[src/rtl/spi_pkg.sv]
// Shared SPI definitions: opcodes, FSM state encoding and word/data width defaults.
// No logic of its own; the master, slave and RAM models all agree on these values.
// A change to an opcode or width here changes the on-wire protocol for every block.
package spi_pkg;

  localparam int WORD_W = 10;
  localparam int DATA_W = 8;
  localparam int CNT_W  = 4;

  localparam logic [1:0] CMD_WR_ADDR = 2'b00;
  localparam logic [1:0] CMD_WR_DATA = 2'b01;
  localparam logic [1:0] CMD_RD_ADDR = 2'b10;
  localparam logic [1:0] CMD_RD_DATA = 2'b11;

  localparam logic [2:0] ST_IDLE      = 3'd0;
  localparam logic [2:0] ST_SEL       = 3'd1;
  localparam logic [2:0] ST_SHIFT_OUT = 3'd2;
  localparam logic [2:0] ST_TURN      = 3'd3;
  localparam logic [2:0] ST_SHIFT_IN  = 3'd4;
  localparam logic [2:0] ST_GAP       = 3'd5;

  // Only a read-data command keeps SS_n low to collect a byte from the slave.
  function automatic logic op_has_readback(input logic [1:0] op);
    case (op)
      CMD_RD_DATA:                          return 1'b1;
      CMD_WR_ADDR, CMD_WR_DATA, CMD_RD_ADDR: return 1'b0;
      default:                              return 1'b0;
    endcase
  endfunction

endpackage

[src/rtl/spi_shift_reg.sv]
// MSB-first PISO for MOSI, SIPO for MISO, and a down-counting bit counter with done flag.
// MOSI is registered: load presents the MSB on the next cycle; each out_en cycle advances one bit.
// No backpressure; the controlling FSM decides when to load, shift, sample and reload the count.
module spi_shift_reg
  import spi_pkg::*;
#(
  parameter int WORD_W = spi_pkg::WORD_W,
  parameter int DATA_W = spi_pkg::DATA_W,
  parameter int CNT_W  = spi_pkg::CNT_W
) (
  input  logic              clk,
  input  logic              rst,
  input  logic              load,
  input  logic [WORD_W-1:0] load_word,
  input  logic              out_en,
  input  logic              in_en,
  input  logic              miso,
  input  logic              cnt_load,
  input  logic [CNT_W-1:0]  cnt_val,
  output logic              mosi,
  output logic [DATA_W-1:0] din_next,
  output logic              done
);

  logic [WORD_W-1:0] sh_out;
  logic [DATA_W-1:0] din;
  logic [CNT_W-1:0]  cnt;

  assign din_next = {din[DATA_W-2:0], miso};
  assign done     = (cnt == '0);

  // Transmit side: load the word, then clock out MSB first; mosi idles at 0 when not shifting.
  always_ff @(posedge clk or posedge rst) begin
    if (rst) begin
      sh_out <= '0;
      mosi   <= 1'b0;
    end else if (load) begin
      sh_out <= load_word;
      mosi   <= load_word[WORD_W-1];
    end else if (out_en) begin
      sh_out <= {sh_out[WORD_W-2:0], 1'b0};
      mosi   <= sh_out[WORD_W-1];
    end else begin
      mosi   <= 1'b0;
    end
  end

  // Receive side: shift MISO in MSB first while enabled.
  always_ff @(posedge clk or posedge rst) begin
    if (rst) begin
      din <= '0;
    end else if (in_en) begin
      din <= din_next;
    end
  end

  // Bit counter: reload on state entry, count down and park at zero.
  always_ff @(posedge clk or posedge rst) begin
    if (rst) begin
      cnt <= '0;
    end else if (cnt_load) begin
      cnt <= cnt_val;
    end else if (cnt != '0) begin
      cnt <= cnt - 1'b1;
    end
  end

endmodule

[src/rtl/spi_master_ctrl.sv]
// SPI initiator: serialises 10-bit host commands on MOSI and captures read-data bytes from MISO.
// Latency: SS_n falls on the accept edge; 11-cycle write frames, 21-cycle read-data frames.
// Backpressure: req_ready drops for the whole frame and returns only once the idle gap is met.
module spi_master_ctrl
  import spi_pkg::*;
#(
  parameter int WORD_W     = spi_pkg::WORD_W,
  parameter int DATA_W     = spi_pkg::DATA_W,
  parameter int TURNAROUND = 2,
  parameter int IDLE_GAP   = 1
) (
  input  logic              clk,
  input  logic              rst,
  input  logic              req_valid,
  output logic              req_ready,
  input  logic [WORD_W-1:0] req_word,
  output logic              rsp_valid,
  output logic [DATA_W-1:0] rsp_data,
  output logic              busy,
  output logic              ss_n,
  output logic              mosi,
  input  logic              miso
);

  logic [2:0]       state;
  logic [2:0]       state_nx;
  logic             readback;
  logic             accept;
  logic             done;
  logic             out_en;
  logic             in_en;
  logic             cnt_ld;
  logic [CNT_W-1:0] cnt_val;
  logic [DATA_W-1:0] din_next;
  logic             last_sample;

  // Ready in the last gap cycle too, so back-to-back frames are separated by exactly IDLE_GAP.
  assign req_ready   = (state == ST_IDLE) || ((state == ST_GAP) && done);
  assign accept      = req_valid && req_ready;
  assign busy        = (state != ST_IDLE);
  assign out_en      = (state == ST_SEL) || ((state == ST_SHIFT_OUT) && !done);
  assign in_en       = (state == ST_SHIFT_IN);
  assign last_sample = (state == ST_SHIFT_IN) && done;

  // Next-state logic; the bit counter is reloaded on every state entry.
  always_comb begin
    state_nx = state;
    cnt_ld   = 1'b0;
    cnt_val  = '0;
    case (state)
      ST_IDLE: begin
        if (accept) begin
          state_nx = ST_SEL;
          cnt_ld   = 1'b1;
        end
      end
      ST_SEL: begin
        state_nx = ST_SHIFT_OUT;
        cnt_ld   = 1'b1;
        cnt_val  = CNT_W'(WORD_W - 1);
      end
      ST_SHIFT_OUT: begin
        if (done) begin
          cnt_ld = 1'b1;
          if (readback) begin
            state_nx = ST_TURN;
            cnt_val  = CNT_W'(TURNAROUND - 1);
          end else begin
            state_nx = ST_GAP;
            cnt_val  = CNT_W'(IDLE_GAP - 1);
          end
        end
      end
      ST_TURN: begin
        if (done) begin
          state_nx = ST_SHIFT_IN;
          cnt_ld   = 1'b1;
          cnt_val  = CNT_W'(DATA_W - 1);
        end
      end
      ST_SHIFT_IN: begin
        if (done) begin
          state_nx = ST_GAP;
          cnt_ld   = 1'b1;
          cnt_val  = CNT_W'(IDLE_GAP - 1);
        end
      end
      ST_GAP: begin
        if (accept) begin
          state_nx = ST_SEL;
          cnt_ld   = 1'b1;
        end else if (done) begin
          state_nx = ST_IDLE;
        end
      end
      default: state_nx = ST_IDLE;
    endcase
  end

  // State register and latched frame type.
  always_ff @(posedge clk or posedge rst) begin
    if (rst) begin
      state    <= ST_IDLE;
      readback <= 1'b0;
    end else begin
      state <= state_nx;
      if (accept) begin
        readback <= op_has_readback(req_word[WORD_W-1 -: 2]);
      end
    end
  end

  // Slave select is registered from the next state, so it tracks the frame with no comb path out.
  always_ff @(posedge clk or posedge rst) begin
    if (rst) begin
      ss_n <= 1'b1;
    end else begin
      ss_n <= (state_nx == ST_IDLE) || (state_nx == ST_GAP);
    end
  end

  // Response: pulse valid and capture the full byte on the edge that takes the 8th sample.
  always_ff @(posedge clk or posedge rst) begin
    if (rst) begin
      rsp_valid <= 1'b0;
      rsp_data  <= '0;
    end else begin
      rsp_valid <= last_sample;
      if (last_sample) begin
        rsp_data <= din_next;
      end
    end
  end

  spi_shift_reg #(
    .WORD_W (WORD_W),
    .DATA_W (DATA_W),
    .CNT_W  (CNT_W)
  ) u_shift (
    .clk       (clk),
    .rst       (rst),
    .load      (accept),
    .load_word (req_word),
    .out_en    (out_en),
    .in_en     (in_en),
    .miso      (miso),
    .cnt_load  (cnt_ld),
    .cnt_val   (cnt_val),
    .mosi      (mosi),
    .din_next  (din_next),
    .done      (done)
  );

endmodule

[config.mk]
export PLATFORM = sky130hd
export DESIGN_NAME = spi_master_ctrl
export DESIGN_NICKNAME = d
export VERILOG_FILES = /design/src/rtl/spi_pkg.sv /design/src/rtl/spi_shift_reg.sv /design/src/rtl/spi_master_ctrl.sv
export SDC_FILE = /design/constraint.sdc
export NUM_CORES = 1
export LEC_CHECK = 0
export CAP_MARGIN = 0
export CORE_ASPECT_RATIO = 0.9
export CORE_MARGIN = 3
export CORE_UTILIZATION = 45
export DETAILED_ROUTE_END_ITERATION = 8
export PLACE_DENSITY = 0.69
export SYNTH_ARGS = -nofsm -noshare
export SYNTH_HDL_FRONTEND = slang
export SYNTH_HIERARCHICAL = 1
export SYNTH_SLANG_ARGS = --single-unit
[constraint.sdc]
create_clock -name clk -period 3.2 [get_ports clk]
set_clock_uncertainty 0.2 [all_clocks]
set_input_delay 0.96 -clock clk [delete_from_list [all_inputs] [get_ports clk]]
set_output_delay 0.96 -clock clk [all_outputs]
set_load 0.02 [all_outputs]
**Run 1: signal wires on met3**

Drawn at 6 px/um.
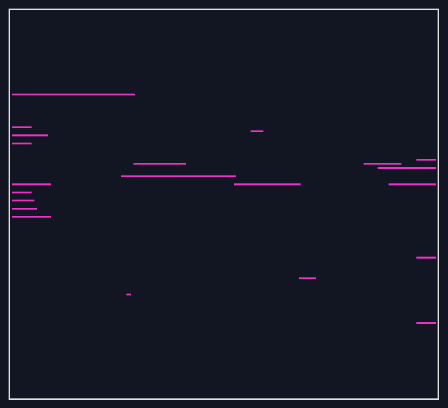
- longest straight run: 20.2 um
- nets with wire on the layer: 17
- wire length on this layer: 130 um
- share of all routed wire: 4.4%
- main direction: horizontal
total via count in the routed design: 1151
GR Util met3: 0.0450
WL final: 2930 um

**Run 1: the clock network**

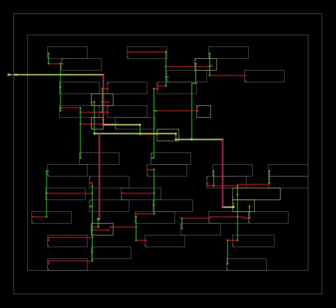
Num CTS Buffers: 5
Clock Sinks: 36
Flops: 36
CLK BUF: 5
P_clk: 0.406 mW

**Run 1: where the registers sit**

Drawn at 6 px/um. Other sequential cells in the stronger grey, the rest of the logic in the fainter grey.
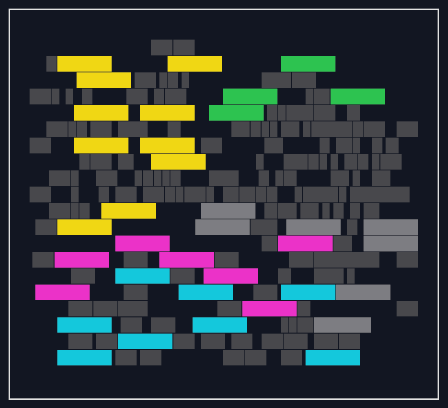
- yellow: u_shift/sh_out (sequential cells 10)
- green: u_shift/cnt (sequential cells 4)
- magenta: u_shift/din (sequential cells 7)
- cyan: rsp_data (sequential cells 8)
FF/Latch Area: 902 sq um
seq pwr: 0.790 mW

==> results.sh, run 1 <==
# yosys + openroad results
export IMPL_fin_util=0.601
export IMPL_slowest_stage="dfrtp_1"
export IMPL_place_inst=216
export IMPL_numPortBuffers=26
export IMPL_drcViolationCount=0
export IMPL_logic_gates=98
export IMPL_cp_required_ps=2040
export IMPL_worstSetupPathType="flop to output pin"
export IMPL_synth_compound_area_share=0.100
export IMPL_fin_crit_ps=3080
export IMPL_comb_area_frac=0.343
export IMPL_clk_path_buf_depth=2
export IMPL_wl_per_cell_um=13.1
export IMPL_route_detailed_vias_per_inst=5.14
export IMPL_die_w_um=71.3
export IMPL_mux_share=0.169
export IMPL_num_rows=20
export IMPL_synthXorXnorAreaFrac=0.0203
export IMPL_peakVddDrop_mv=0.452
export IMPL_nWellTaps=44
export IMPL_fmax_mhz=325
export IMPL_tns_ps=0
export IMPL_grt_max_degree=23
export IMPL_grt_overflow=0
export IMPL_lay_top_count="dfrtp_1"
export IMPL_comb_power_share=0.447
export IMPL_hold_path_startpoint="rsp_data[7]$_DFFE_PP0P_"
export IMPL_met1_length_um=1350
export IMPL_fin_crit_sh=0.963
export IMPL_top_area_frac=0.508
export IMPL_power_switching_mw=0.800
export IMPL_dr_first_iter_drc_count=65
export IMPL_area_combinational_sq_um=727
export IMPL_wl_met3_um=129
export IMPL_worstReg2RegStart="u_shift/cnt[0]$_DFFE_PP0P_"
export IMPL_most_common_layout_cells="dfrtp_1 (35), clkdlybuf4s50_1 (25), nand2_1 (18), o21ai_0 (15), mux2i_1 (10)"
export IMPL_ys_seq_elements=36
export IMPL_dominant_cells="registers"
export IMPL_r2r_slack_ps=820
export IMPL_place_area_sq_mm=0.00201
export IMPL_n_antenna_cell=0
export IMPL_final_area_sq_mm=0.00212
export IMPL_worstPathArrival_ps=1920
export IMPL_inv_count=7
export IMPL_clock_root_buffer="clkbuf_8"
export IMPL_grt_pass1_wl_um=5480
export IMPL_antenna_found_initial=0
export IMPL_die_area_sq_mm=0.00461
export IMPL_reg2reg_depth=9
export IMPL_ios=27
export IMPL_combinationalPower_mw=0.966
export IMPL_hold_path_class="flop to flop"
export IMPL_ys_cells=151
export IMPL_clock_area_frac=0.0542
export IMPL_worstSkewPairLatency_ps=290
export IMPL_cts_tree="yes"
export IMPL_synth_cell_type_count=34
export IMPL_gp_congestion=0.784
export IMPL_worst_hold_slack_ps=286
export IMPL_rsz0062_at_grt="false"
export IMPL_power_density_mw_per_mm2=1020
export IMPL_routed_top_layer="met4"
export IMPL_fin_cells=224
export IMPL_fp_nets=166
export IMPL_ys_seq_frac=0.523
export IMPL_cp_max_fo=4
export IMPL_power_top_group="combinational cells"
export IMPL_path_clk_slew_ps=70
export IMPL_netlist_area_sq_mm=0.00173
export IMPL_r2r_end="u_shift/cnt[3]$_DFFE_PP0P_"
export IMPL_worstSetupStartpointType="flop"
export IMPL_syn_avg_cell_area_sq_um=11.4
export IMPL_post_cts_setup_buffer_count=0
export IMPL_htree_levels=2
export IMPL_slew_violations=0
export IMPL_topCombFamilyByArea="multiplexers"
export IMPL_dp_hpwl_um=2180
export IMPL_synth_cellmix_adderShare=0.00725
export IMPL_yosys_area_sq_mm=0.00173
export IMPL_leakagePower_nw=0.945
export IMPL_run_status="complete, no violations"
export IMPL_clkPwrFrac=0.188
export IMPL_synth_area_top_cells="dfrtp_1 (51%), mux2_2 (5.9%), mux2i_1 (5.8%), mux2_1 (5.2%), o21ai_0 (4.4%)"
export IMPL_setup_viol=0
==> run 1: registers in the layout (all words and copies together) (netlist names) <==
signal	cells
readback	1
rsp_data	8
rsp_valid	1
ss_n	1
state	3
u_shift/cnt	4
u_shift/din	7
u_shift/mosi	1
u_shift/sh_out	10
==> run 1: synth_stat cells <==
master    instances
nor2b_1           2
and2_1            1
o32ai_2           1
mux2_2            9
nor3b_4           1
xnor2_1           2
dfrtp_1          35
or3_1             1
clkbuf_1          2
o21ai_1           1
nor3b_1           1
a21oi_1           4
mux2i_1          10
dfstp_2           1
clkbuf_2          1
buf_4             4
o32ai_4           1
o21ai_2           1
buf_6             2
o21ai_0          15
nor2_1            6
nand2b_1          4
nor3_1            4
xor2_1            2
ha_1              1
inv_1             7
nand2_1          18
mux2_1            8
nor3b_2           1
o211a_1           1
a221o_1           1
and2_4            1
buf_2             1
or2b_1            1
==> run 1: metal layers <==
layer | up-vias | track usage
li1 | 563 | -
met1 | 558 | 0.192
met2 | 24 | 0.240
met3 | 6 | 0.0450
met4 | 0 | 0.0822
met5 | - | 0
==> run 1: worst max path at each step <==
stage,startpoint,to
after floorplan,u_shift/cnt[0]$_DFFE_PP0P_,req_ready
after global placement,u_shift/cnt[0]$_DFFE_PP0P_,req_ready
after detailed placement,u_shift/cnt[0]$_DFFE_PP0P_,req_ready
after CTS,u_shift/cnt[0]$_DFFE_PP0P_,req_ready
after global routing,u_shift/cnt[0]$_DFFE_PP0P_,req_ready
final,u_shift/cnt[0]$_DFFE_PP0P_,req_ready
==> run 1: critical path: cells and delay by family, from the launching register on <==
family                   cells  cell delay [ps]
AND/OR/NAND/NOR              3              510
buffers and inverters        2              430
flip-flops                   1              390
adder cells (fa/ha/maj)      1              210
AND-OR/OR-AND                1               90
==> inputs of run 2 (changes only) <==
CTS_CLUSTER_SIZE = 28   (was default)
**Run 2: the clock network**

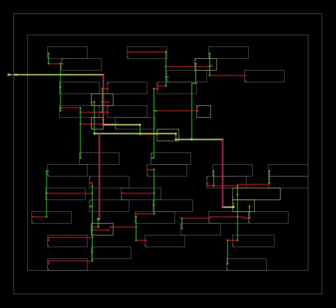
clk ins delay skew pair: 290 ps

==> results.sh, run 2 <==
# yosys + openroad results
export IMPL_run_status="complete, no violations"
export IMPL_fin_cells=224
export IMPL_clk_path_buf_depth=2
export IMPL_synth_top_cell_by_count="dfrtp_1"
export IMPL_reg_largest_list="u_shift/sh_out (10), rsp_data (8), u_shift/din (7)"
export IMPL_busiest_layer="met2"
export IMPL_worstPathArrival_ps=1920
export IMPL_dr_first_iter_drc_count=65
export IMPL_fin_crit_sh=0.963
export IMPL_worstSetupStartpointType="flop"
export IMPL_edf_count=0
export IMPL_r2r_slack_ps=820
export IMPL_dr_pass1_iters=4
export IMPL_crit_family="simple AND/OR/NAND/NOR gates"
export IMPL_comb_power_share=0.447
export IMPL_seq_power_mw=0.790
export IMPL_powerClk_mw=0.406
export IMPL_most_common_layout_cells="dfrtp_1 (35), clkdlybuf4s50_1 (25), nand2_1 (18), o21ai_0 (15), mux2i_1 (10)"
export IMPL_cp_required_ps=2040
export IMPL_cts_num_sinks=36
export IMPL_grt_use_met3=0.0450
export IMPL_grt_overflow=0
export IMPL_dp_hpwl_um=2180
export IMPL_grt_max_degree=23
export IMPL_drcViolationCount=0
export IMPL_wl_met3_um=129
export IMPL_gp_congestion=0.784
export IMPL_core_area_sq_mm=0.00353
export IMPL_netlist_area_sq_mm=0.00173
export IMPL_r2r_end="u_shift/cnt[3]$_DFFE_PP0P_"
export IMPL_setup_viol=0
export IMPL_worstReg2RegStart="u_shift/cnt[0]$_DFFE_PP0P_"
export IMPL_leakagePower_nw=0.945
export IMPL_yosys_area_sq_mm=0.00173
export IMPL_synth_cell_type_count=34
export IMPL_place_inst=216
export IMPL_met1_length_um=1350
export IMPL_grt_pass1_wl_um=5480
export IMPL_fmax_mhz=325
export IMPL_cp_num_buf_inv=2
export IMPL_lay_top_count="dfrtp_1"
export IMPL_htree_levels=2
export IMPL_peakVddDrop_mv=0.452
export IMPL_cts_made_buffers=5
export IMPL_antenna_found_initial=0
export IMPL_ys_seq_frac=0.523
export IMPL_top_register="u_shift/sh_out"
export IMPL_worstSetupPathType="flop to output pin"
export IMPL_reg2reg_depth=9
export IMPL_n_antenna_cell=0
export IMPL_synthArstFlopShare=1.00
export IMPL_power_switching_mw=0.800
export IMPL_flop_cell="dfrtp_1"
export IMPL_route_detailed_vias_per_inst=5.14
export IMPL_grtUsageMet1=0.192
export IMPL_top_area_frac=0.508
export IMPL_post_cts_setup_buffer_count=0
export IMPL_numPortBuffers=26
export IMPL_met2_usage=0.240
export IMPL_ios=27
export IMPL_wl_per_cell_um=13.1
export IMPL_routed_top_layer="met4"
export IMPL_power_top_group="combinational cells"
export IMPL_hold_path_startpoint="rsp_data[7]$_DFFE_PP0P_"
export IMPL_tns_ps=0
export IMPL_rsz0062_at_grt="false"
export IMPL_slowest_stage="dfrtp_1"
export IMPL_vias=1151
export IMPL_clkPwrFrac=0.188
export IMPL_power_density_mw_per_mm2=1020
export IMPL_hold_path_class="flop to flop"
export IMPL_ys_cells=151
export IMPL_die_w_um=71.3
**Run 2: where the registers sit**

Drawn at 6 px/um. Other sequential cells in the stronger grey, the rest of the logic in the fainter grey.
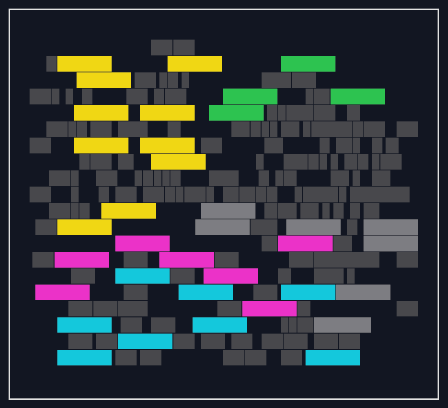
Seq area share: 0.425
Finished Core Util: 0.601

run 2: cell counts in the layout (fill, tap and decap cells not counted):
No cell type changed its count.
run 2: worst max-delay path by stage:
stage                                from        end  slack [ps]  depth (start not counted)
2_1_floorplan  u_shift/cnt[0]$_DFFE_PP0P_  req_ready         520                          6
5_1_grt        u_shift/cnt[0]$_DFFE_PP0P_  req_ready          10                          7
4_1_cts        u_shift/cnt[0]$_DFFE_PP0P_  req_ready         110                          7
3_3_place_gp   u_shift/cnt[0]$_DFFE_PP0P_  req_ready         230                          7
3_5_place_dp   u_shift/cnt[0]$_DFFE_PP0P_  req_ready         160                          7
6_report       u_shift/cnt[0]$_DFFE_PP0P_  req_ready         120                          7
run 2: stage by stage:
| stage | area (sq um) | power (mW) | utilization | setup WS, ps | hold WS [ps] |
|---|---|---|---|---|---|
| 6_report | 2120 | 2.16 | 0.601 | 120 | 286 |
| 5_1_grt | 2120 | 2.34 | 0.601 | 12.2 | 314 |
| 4_1_cts | 2120 | 2.19 | 0.601 | 109 | 292 |
| 3_5_place_dp | 2010 | 1.78 | 0.569 | 164 | 274 |
| 3_3_place_gp | 2010 | 1.74 | 0.569 | 229 | 268 |
| 2_1_floorplan | 1730 | 1.53 | - | 523 | 260 |
run 2: cells by family (layout without fill, tap and decap cells):
group	count (synthesis)	in the layout	synth area share
AND/OR/NAND/NOR	41	41	0.125
flip-flops	36	36	0.523
multiplexers	27	27	0.169
AND-OR/OR-AND	25	25	0.100
buffers and inverters	17	46	0.0558
XOR/XNOR	4	4	0.0203
adder cells (fa/ha/maj)	1	1	0.00725
run 2: area by class of cell:
cell class                 instances  area, sq um
timing repair buffer              31          297
clock inverter                     3         46.3
multi-input combinational         98          727
inverter                           7         26.3
tap                               44         55.1
fill                             291         1410
clock buffer                       5         68.8
sequential                        36          902
==> inputs of run 3 (changes only) <==
GPL_TIMING_DRIVEN = 0   (was default)
**Run 3: the clock network**

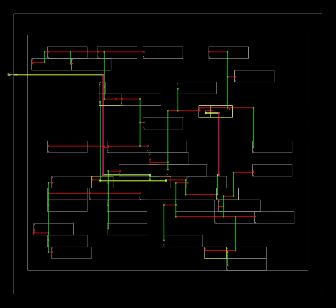
P_clk: 0.326 mW
clk ins delay skew pair: 280 ps
CLK BUF: 7

**Run 3: where the registers sit**

Drawn at 6 px/um. Other sequential cells in the stronger grey, the rest of the logic in the fainter grey.
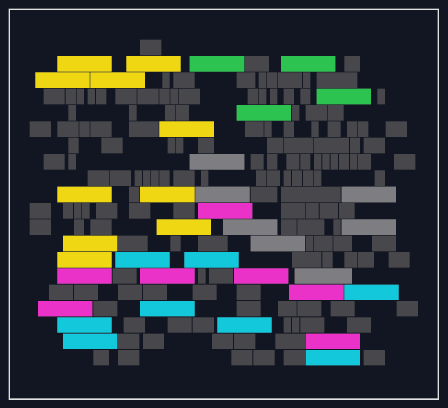
Seq area share: 0.422
seq pwr: 0.752 mW
Finished Core Util: 0.606

==> results.sh, run 3 <==
# yosys + openroad results
export IMPL_syn_avg_cell_area_sq_um=11.4
export IMPL_core_area_sq_mm=0.00353
export IMPL_peakVddDrop_mv=0.465
export IMPL_worst_hold_slack_ps=291
export IMPL_edf_count=0
export IMPL_cts_made_buffers=5
export IMPL_switching_share=0.378
export IMPL_power_frac_seq=0.350
export IMPL_cts_hold_buffers=0
export IMPL_place_inst=221
export IMPL_worstSetupPathType="flop to output pin"
export IMPL_cts_num_sinks=36
export IMPL_fin_cells=230
export IMPL_netlist_area_sq_mm=0.00173
export IMPL_power_switching_mw=0.811
export IMPL_ys_seq_elements=36
export IMPL_fillers=276
export IMPL_dp_hpwl_um=2330
export IMPL_htree_levels=2
export IMPL_lay_top_count="dfrtp_1"
export IMPL_most_common_layout_cells="dfrtp_1 (35), clkdlybuf4s50_1 (25), nand2_1 (18), o21ai_0 (15), mux2i_1 (10)"
export IMPL_hold_path_class="flop to flop"
export IMPL_ys_warn_count=6
export IMPL_path_clk_slew_ps=70
export IMPL_leakagePower_nw=0.957
export IMPL_reg_largest_list="u_shift/sh_out (10), rsp_data (8), u_shift/din (7)"
export IMPL_flop_area_sq_um=902
export IMPL_yosys_area_sq_mm=0.00173
export IMPL_num_rows=20
export IMPL_grt_pass1_wl_um=5660
export IMPL_area_combinational_sq_um=727
export IMPL_fin_crit_sh=0.932
export IMPL_antenna_found_initial=0
export IMPL_synth_cell_type_count=34
export IMPL_clock_root_buffer="clkbuf_8"
export IMPL_worstPathArrival_ps=1820
export IMPL_ys_seq_frac=0.523
export IMPL_dr_pass1_iters=5
export IMPL_worstSetupStartpointType="flop"
export IMPL_grt_usage=0.160
export IMPL_grt_max_degree=23
export IMPL_n_antenna_cell=0
export IMPL_vias=1189
export IMPL_tns_ps=0
export IMPL_top_register="u_shift/sh_out"
export IMPL_slew_violations=0
export IMPL_post_cts_setup_buffer_count=1
export IMPL_path_cells="inv_1, ha_1, nor3b_4, and2_4, a21oi_1, nor2_1, clkbuf_2"
export IMPL_rsz0062_at_grt="false"
export IMPL_power_top_group="combinational cells"
export IMPL_run_status="complete, no violations"
export IMPL_synthArstFlopShare=1.00
export IMPL_setup_viol=0
export IMPL_route_detailed_vias_per_inst=5.17
export IMPL_grt_overflow=0
export IMPL_dr_first_iter_drc_count=68
export IMPL_totalWireLength_um=3220
export IMPL_worstSetupEndpointType="output pin"
export IMPL_combinationalPower_mw=1.07
export IMPL_drcViolationCount=0
export IMPL_ys_cells=151
export IMPL_crit_family="simple AND/OR/NAND/NOR gates"
export IMPL_synth_area_leader_cell="dfrtp_1"
export IMPL_power_density_mw_per_mm2=1000
export IMPL_wl_per_cell_um=14.0
export IMPL_cp_required_ps=2040
export IMPL_fin_ws_ps=218
export IMPL_flop_cell="dfrtp_1"
export IMPL_clkPwrFrac=0.152
export IMPL_cp_num_buf_inv=2
export IMPL_fin_nets=200
export IMPL_die_w_um=71.3
export IMPL_synth_top_cell_by_count="dfrtp_1"
export IMPL_fin_crit_ps=2980
export IMPL_comb_power_share=0.498
export IMPL_clk_path_buf_depth=2
export IMPL_ios=27
export IMPL_top_area_frac=0.508
export IMPL_gp_congestion=0.757
export IMPL_slowest_stage="dfrtp_1"
export IMPL_place_ws_ps=-69.5
export IMPL_netlist_instances=151
export IMPL_fmax_mhz=335
export IMPL_numPortBuffers=26
export IMPL_power_mw=2.15
-- run 3: cell counts after synthesis --
Identical to the previous run, type by type.
-- run 3: cell families after synthesis --
| group | share of synthesized area |
|---|---|
| buffers and inverters | 0.0558 |
| adders and majority gates | 0.00725 |
| xor gates and xnor gates | 0.0203 |
| DFF | 0.523 |
| AOI/OAI and AO/OA | 0.100 |
| muxes | 0.169 |
| and+or+nand+nor | 0.125 |
-- run 3: per-layer routing --
layer	wire length (um)	up-vias	GRT usage
li1	-	580	-
met3	164	8	0.0450
met2	1540	34	0.249
met5	0	-	0
met4	72	0	0.0845
met1	1440	567	0.202
-- run 3: cell type report --
cell class / instances / share of cell area
buffer: 10 / 0.0328
clock buffer: 7 / 0.0404
clock inverter: 1 / 0.00351
inverter: 7 / 0.0123
multi-input combinational: 98 / 0.340
sequential: 36 / 0.422
tap: 44 / 0.0258
timing repair buffer: 27 / 0.123
-- run 3: through the flow --
step | utilization | cell area [sq um]
floorplan | - | 1730
global placement | 0.578 | 2040
detailed placement | 0.578 | 2040
CTS | 0.607 | 2140
global route | 0.606 | 2140
finish | 0.606 | 2140
-- run 3: worst paths after layout --
check	slack, ps	to	depth (start not counted)	startpoint
min	290	rsp_data[0]$_DFFE_PP0P_	1	rsp_data[0]$_DFFE_PP0P_
min reg2reg	290	rsp_data[0]$_DFFE_PP0P_	1	rsp_data[0]$_DFFE_PP0P_
max	220	req_ready	7	u_shift/cnt[0]$_DFFE_PP0P_
min in group asynchronous	860	rsp_data[6]$_DFFE_PP0P_	2	rst
max in group asynchronous	1280	u_shift/sh_out[9]$_DFFE_PP0P_	2	rst
max reg2reg	710	u_shift/cnt[3]$_DFFE_PP0P_	10	u_shift/cnt[0]$_DFFE_PP0P_

==> notes/layouts.md <==
Pictures saved along the way, in no particular order.

Sizing map.
Drawn at 6 px/um.
(a)
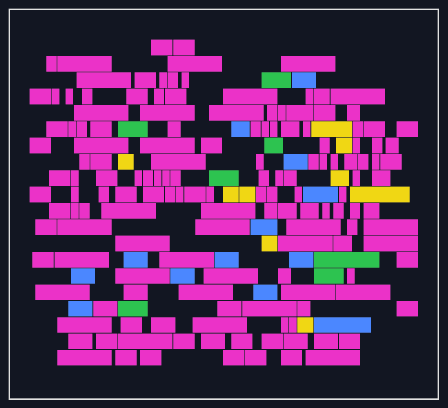
(b)
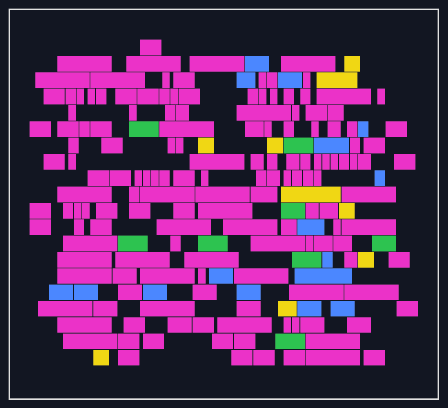
Run 3 is (b).
Run 2 is (a).

Key to (a):
- green: drive 6 and up (cells 7; share 3.9%; most used clkbuf_8)
- magenta: drive 1 or less (cells 151; share 84%; most used dfrtp_1)
- blue: drive 2 (cells 13; share 7.2%; most used mux2_2)
- yellow: drive 3 to 4 (cells 9; share 5.0%; most used buf_4)

Power and IR drop assume default switching activity.
